==> images/layer_met2.png <==
Scale: 4 px per um. Cells faint in the background.
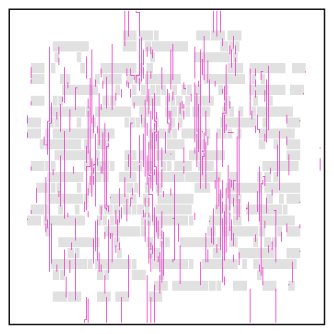
==> images/detail.png <==
Region (19, 19) to (59, 59) um. Cells in gray, sequential cells in the stronger gray; small squares are vias.
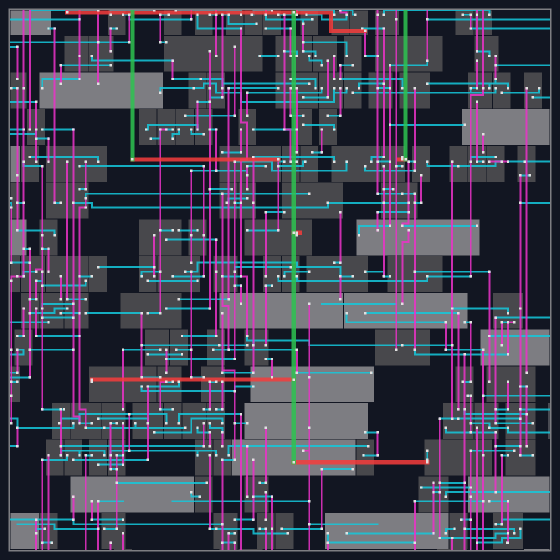
==> images/placement.png <==
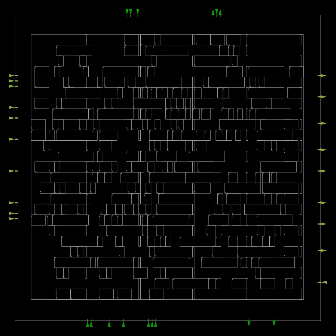
File: src/rtl/bit_serial_alu_ctrl_pkg.sv
// Shared definitions for the bit-serial ALU: opcode constants, FSM encoding
// and the carry-in selection used when an operation is accepted.
package alu_pkg;

  localparam logic [2:0] OP_AND  = 3'b000;
  localparam logic [2:0] OP_OR   = 3'b001;
  localparam logic [2:0] OP_NOR  = 3'b010;
  localparam logic [2:0] OP_XOR  = 3'b011;
  localparam logic [2:0] OP_ADD  = 3'b100;
  localparam logic [2:0] OP_SUB  = 3'b101;
  localparam logic [2:0] OP_PASS = 3'b110;
  localparam logic [2:0] OP_RSVD = 3'b111;

  typedef enum logic [1:0] {
    IDLE = 2'b00,
    RUN  = 2'b01,
    DONE = 2'b10
  } state_t;

  // Subtraction is a + ~b + 1, so only SUB starts with the carry set.
  function automatic logic cin_for_op(input logic [2:0] op);
    cin_for_op = (op == OP_SUB) ? 1'b1 : 1'b0;
  endfunction

endpackage

File: src/rtl/bit_serial_alu_ctrl_slice.sv
// Purely combinational 1-bit ALU slice; carry is only meaningful for ADD/SUB
// and is forced low for every other opcode.
module alu_slice_1_bit
  import alu_pkg::*;
(
  input  logic       a,
  input  logic       b,
  input  logic       cin,
  input  logic [2:0] op,
  output logic       out,
  output logic       cout
);

  logic w_b_eff;
  logic w_half;
  logic w_sum;
  logic w_carry;

  assign w_b_eff = (op == OP_SUB) ? ~b : b;
  assign w_half  = a ^ w_b_eff;
  assign w_sum   = w_half ^ cin;
  assign w_carry = (a & w_b_eff) | (cin & w_half);

  always_comb begin
    out  = 1'b0;
    cout = 1'b0;
    case (op)
      OP_AND:  out = a & b;
      OP_OR:   out = a | b;
      OP_NOR:  out = ~(a | b);
      OP_XOR:  out = a ^ b;
      OP_ADD,
      OP_SUB: begin
        out  = w_sum;
        cout = w_carry;
      end
      OP_PASS: out = a;
      default: begin
        out  = 1'b0;
        cout = 1'b0;
      end
    endcase
  end

endmodule

File: src/rtl/bit_serial_alu_ctrl.sv
// Bit-serial ALU sequencer: feeds one operand bit pair per clock, LSB first,
// through a single 1-bit slice and assembles the result by right shifting.
module bit_serial_alu_ctrl
  import alu_pkg::*;
#(
  parameter int WIDTH = 8
) (
  input  logic             clk,
  input  logic             rst_n,
  input  logic             start,
  input  logic [2:0]       op,
  input  logic [WIDTH-1:0] a,
  input  logic [WIDTH-1:0] b,
  output logic             busy,
  output logic             done,
  output logic [WIDTH-1:0] out,
  output logic             carry_out,
  output logic             zero
);

  localparam int CNT_W = $clog2(WIDTH);

  state_t             r_state;
  state_t             w_state_nxt;
  logic [CNT_W-1:0]   r_cnt;
  logic [WIDTH-1:0]   r_a;
  logic [WIDTH-1:0]   r_b;
  logic [2:0]         r_op;
  logic               r_carry;
  logic [WIDTH-1:0]   r_shift;
  logic [WIDTH-1:0]   r_out;
  logic               r_carry_out;
  logic               r_zero;

  logic               w_accept;
  logic               w_last;
  logic               w_slice_out;
  logic               w_slice_cout;
  logic [WIDTH-1:0]   w_shift_nxt;

  assign w_accept    = start & ((r_state == IDLE) | (r_state == DONE));
  assign w_last      = (r_cnt == CNT_W'(WIDTH - 1));
  assign w_shift_nxt = {w_slice_out, r_shift[WIDTH-1:1]};

  alu_slice_1_bit u_slice (
    .a    (r_a[r_cnt]),
    .b    (r_b[r_cnt]),
    .cin  (r_carry),
    .op   (r_op),
    .out  (w_slice_out),
    .cout (w_slice_cout)
  );

  always_ff @(posedge clk or negedge rst_n) begin
    if (!rst_n) begin
      r_state <= IDLE;
    end else begin
      r_state <= w_state_nxt;
    end
  end

  always_comb begin
    w_state_nxt = r_state;
    case (r_state)
      IDLE: begin
        if (start) begin
          w_state_nxt = RUN;
        end else begin
          w_state_nxt = IDLE;
        end
      end
      RUN: begin
        if (w_last) begin
          w_state_nxt = DONE;
        end else begin
          w_state_nxt = RUN;
        end
      end
      DONE: begin
        if (start) begin
          w_state_nxt = RUN;
        end else begin
          w_state_nxt = IDLE;
        end
      end
      default: w_state_nxt = IDLE;
    endcase
  end

  // Operand capture, per-bit iteration and final result registration.
  always_ff @(posedge clk or negedge rst_n) begin
    if (!rst_n) begin
      r_cnt       <= '0;
      r_a         <= '0;
      r_b         <= '0;
      r_op        <= OP_AND;
      r_carry     <= 1'b0;
      r_shift     <= '0;
      r_out       <= '0;
      r_carry_out <= 1'b0;
      r_zero      <= 1'b0;
    end else if (w_accept) begin
      r_cnt   <= '0;
      r_a     <= a;
      r_b     <= b;
      r_op    <= op;
      r_carry <= cin_for_op(op);
      r_shift <= '0;
    end else if (r_state == RUN) begin
      r_shift <= w_shift_nxt;
      r_carry <= w_slice_cout;
      if (w_last) begin
        r_cnt       <= '0;
        r_out       <= w_shift_nxt;
        r_carry_out <= w_slice_cout;
        r_zero      <= (w_shift_nxt == '0);
      end else begin
        r_cnt <= r_cnt + CNT_W'(1);
      end
    end
  end

  assign busy      = (r_state == RUN);
  assign done      = (r_state == DONE);
  assign out       = r_out;
  assign carry_out = r_carry_out;
  assign zero      = r_zero;

endmodule

File: config.mk
export PLATFORM = sky130hd
export DESIGN_NAME = bit_serial_alu_ctrl
export DESIGN_NICKNAME = d
export VERILOG_FILES = /design/src/rtl/bit_serial_alu_ctrl_pkg.sv /design/src/rtl/bit_serial_alu_ctrl_slice.sv /design/src/rtl/bit_serial_alu_ctrl.sv
export SDC_FILE = /design/constraint.sdc
export NUM_CORES = 1
export LEC_CHECK = 0
export ABC_AREA = 1
export CORE_MARGIN = 4
export CORE_UTILIZATION = 40
export DETAILED_ROUTE_END_ITERATION = 10
export PLACE_DENSITY_LB_ADDON = 0.08
export SETUP_SLACK_MARGIN = 0.3
export SYNTH_ARGS = -nofsm -noshare
export SYNTH_HDL_FRONTEND = slang
export SYNTH_SLANG_ARGS = --single-unit
File: constraint.sdc
create_clock -name clk -period 5.7 [get_ports clk]
set_input_delay 1.14 -clock clk [delete_from_list [all_inputs] [get_ports clk]]
set_output_delay 1.14 -clock clk [all_outputs]
set_load 0.02 [all_outputs]
==> COMMIT_EDITMSG <==
Record implementation results from latest flow run

* Least-Margin Pin Slew: 0.902 ns
- Dividing the synthesized area by the synthesized cell count gives 8.41 um2.
* # nets final: 298
- Result of the run: finished, final reports clean
- OpenSTA lists the critical path startpoint as r_state[1].
* Slowest library cell on the worst path: sky130_fd_sc_hd__clkdlybuf4s50_1
* Clock tree from TritonCTS: built
* Top cell type by instance count after synthesis: sky130_fd_sc_hd__nand2_1
* Num Clock Sinks: between 40 and 50
* Flip-flops with a built-in enable: 0
- The die is 78.5 um wide.
- The worst-case max-slew headroom was logged as 0.398.
* Post-route antenna net violation count: 0
* Register Area: about 1100 um2
- The tightest hold path in the finished design has a slack of 0.478 ns.
* Leakage power figure: 1.21 nW
- I/O Buffers: 33
- The synthesized instance count is 236.
- For this run, the total global-route usage over all layers was measured as 0.135.
* Yosys top cell by area: sky130_fd_sc_hd__dfrtp_1
- Clock tree buffer depth: 2
- In the power breakdown, the internal column shows 0.790 mW.
- Area share of the largest cell type after synthesis: 0.529
- STA lists the startpoint of the worst hold path as r_shift[7].
- The share of total power dissipated in combinational logic is 0.492.
* Synth area leaders: sky130_fd_sc_hd__dfrtp_1 (53%), sky130_fd_sc_hd__nand2_1 (15%), sky130_fd_sc_hd__inv_1 (5.3%)
* Crit path arrival time: approximately 1.6 ns
- The critical path in the final layout is reported with a setup slack of ~3 ns.
- Walking the worst path, the cells encountered are nor2_4 -> clkdlybuf4s50_1.
* Most congested layer reported by global routing: met2
- Sequential fraction of the synthesis area: 0.529
* Area of the multi-input gates: 772 um2
- Along the worst path, the maximum fanout reaches 6.
- The pre-CTS setup check shows a worst slack of 3.08 ns.
* Number of inserted filler cells in the final layout: 483
- Of the available clock period, the critical path in the final layout requires 0.474.
- Fp util: 0.418
* Sequential share of power: 0.378
* Final Max Tran Viols: 0
- Counting I/O delays and the setup requirement, the final critical path takes 2.70 ns.
- Crit Path Category: reg -> out
- Post-CTS Hold Buffers: 0
- Per the CTS log, the root buffer master is sky130_fd_sc_hd__clkbuf_8.
- Commonest cells post-synth: sky130_fd_sc_hd__nand2_1 (80), sky130_fd_sc_hd__dfrtp_1 (42), sky130_fd_sc_hd__inv_1 (28), sky130_fd_sc_hd__o21ai_1 (19), sky130_fd_sc_hd__nand3_1 (11)
-- layer_met2.png (at the start) --
- longest straight run: 37.1 um
- nets with wire on the layer: 218
- share of all routed wire: 47%
met2 Usage GRT: 0.240
DRT Wirelength: 3640 um
vias after detailed routing: 1533

-- detail.png (at the start) --
- metal 1: cyan
- metal 2: magenta
- metal 3: red
- metal 4: green
- netlist names of flops here include: r_shift (5), r_a (3), r_cnt (3)
- cells with their middle in the window: 132
- most frequent: nand2_1 (36), inv_1 (19), dfrtp_1 (12)
- sequential cells in the window: 12

-- placement.png (at the start) --
share of the final layout cell area in sequential cells: 0.430
inserted tap cell count: 67
core region area: 4750 um2
number of rows created at floorplan: 25
fin cells: 338

-- path summary, 6_finish.rpt --
path,cells past startpoint,to,slack (ns)
setup reg to reg,15,zero,3.36
hold / removal,2,r_shift[7],0.48
min in group asynchronous,1,out[1],0.97
setup / recovery,2,busy,3.00
hold reg to reg,2,r_shift[7],0.48
max in group asynchronous,1,r_carry,4.16
-- cells by family after synthesis --
logic type,share of synthesized area
flops,0.529
buf+inv,0.0819
fa+ha+maj,0.0353
simple gates,0.244
compound gates,0.110
-- stage by stage --
step	instances	power, mW	utilization
3_3_place_gp	331	1.20	0.497
4_1_cts	338	1.40	0.514
5_1_grt	338	1.53	0.514
6_report	338	1.38	0.514
2_1_floorplan	236	1.02	-
3_5_place_dp	331	1.21	0.497
-- layer usage --
metal  vias up  wire length [um]
met3         8               167
met4         0                62
met1       686              1680
met2        26              1730
li1        813                 -
met5         -                 0
-- power by group through the flow --
stage	sequential, mW	combinational (mW)	clock (mW)
after global placement	0.525	0.678	0
after floorplan	0.543	0.479	0
after global routing	0.540	0.789	0.197
after detailed placement	0.527	0.687	0
after CTS	0.521	0.690	0.186
final	0.521	0.678	0.178
-- worst reg2reg max path, stage by stage (launching register included) --
cell and delay (ns):
sky130_fd_sc_hd__dfrtp_1 0.61, sky130_fd_sc_hd__inv_1 0.22, sky130_fd_sc_hd__o21ai_1 0.21, sky130_fd_sc_hd__o22ai_2 0.10
sky130_fd_sc_hd__nand2_1 0.08, sky130_fd_sc_hd__o21ai_2 0.06, sky130_fd_sc_hd__nand2_1 0.05, sky130_fd_sc_hd__nand2_1 0.06
sky130_fd_sc_hd__fa_1 0.47, sky130_fd_sc_hd__nand2_1 0.05, sky130_fd_sc_hd__nand2_1 0.08, sky130_fd_sc_hd__inv_2 0.04
sky130_fd_sc_hd__nand2_2 0.07, sky130_fd_sc_hd__nand2_1 0.05, sky130_fd_sc_hd__nand2_1 0.05, sky130_fd_sc_hd__nand2_1 0.04
-- final cells by class --
class,count,area share
inverters,35,0.0538
well taps,67,0.0343
repair buffers,33,0.133
multi-input cells,154,0.316
flip-flops and latches,42,0.430
clock buffers,5,0.0282
clock inverters,2,0.00410
-- registers in the layout, summed over array words and instances (netlist names) --
signal,count
r_carry,1
r_cnt,3
r_shift,7
r_state,2
zero,1
r_a,8
r_op,3
r_b,8
out,8
carry_out,1
Power figures rest on the tool's default switching activity, not on a simulated workload.
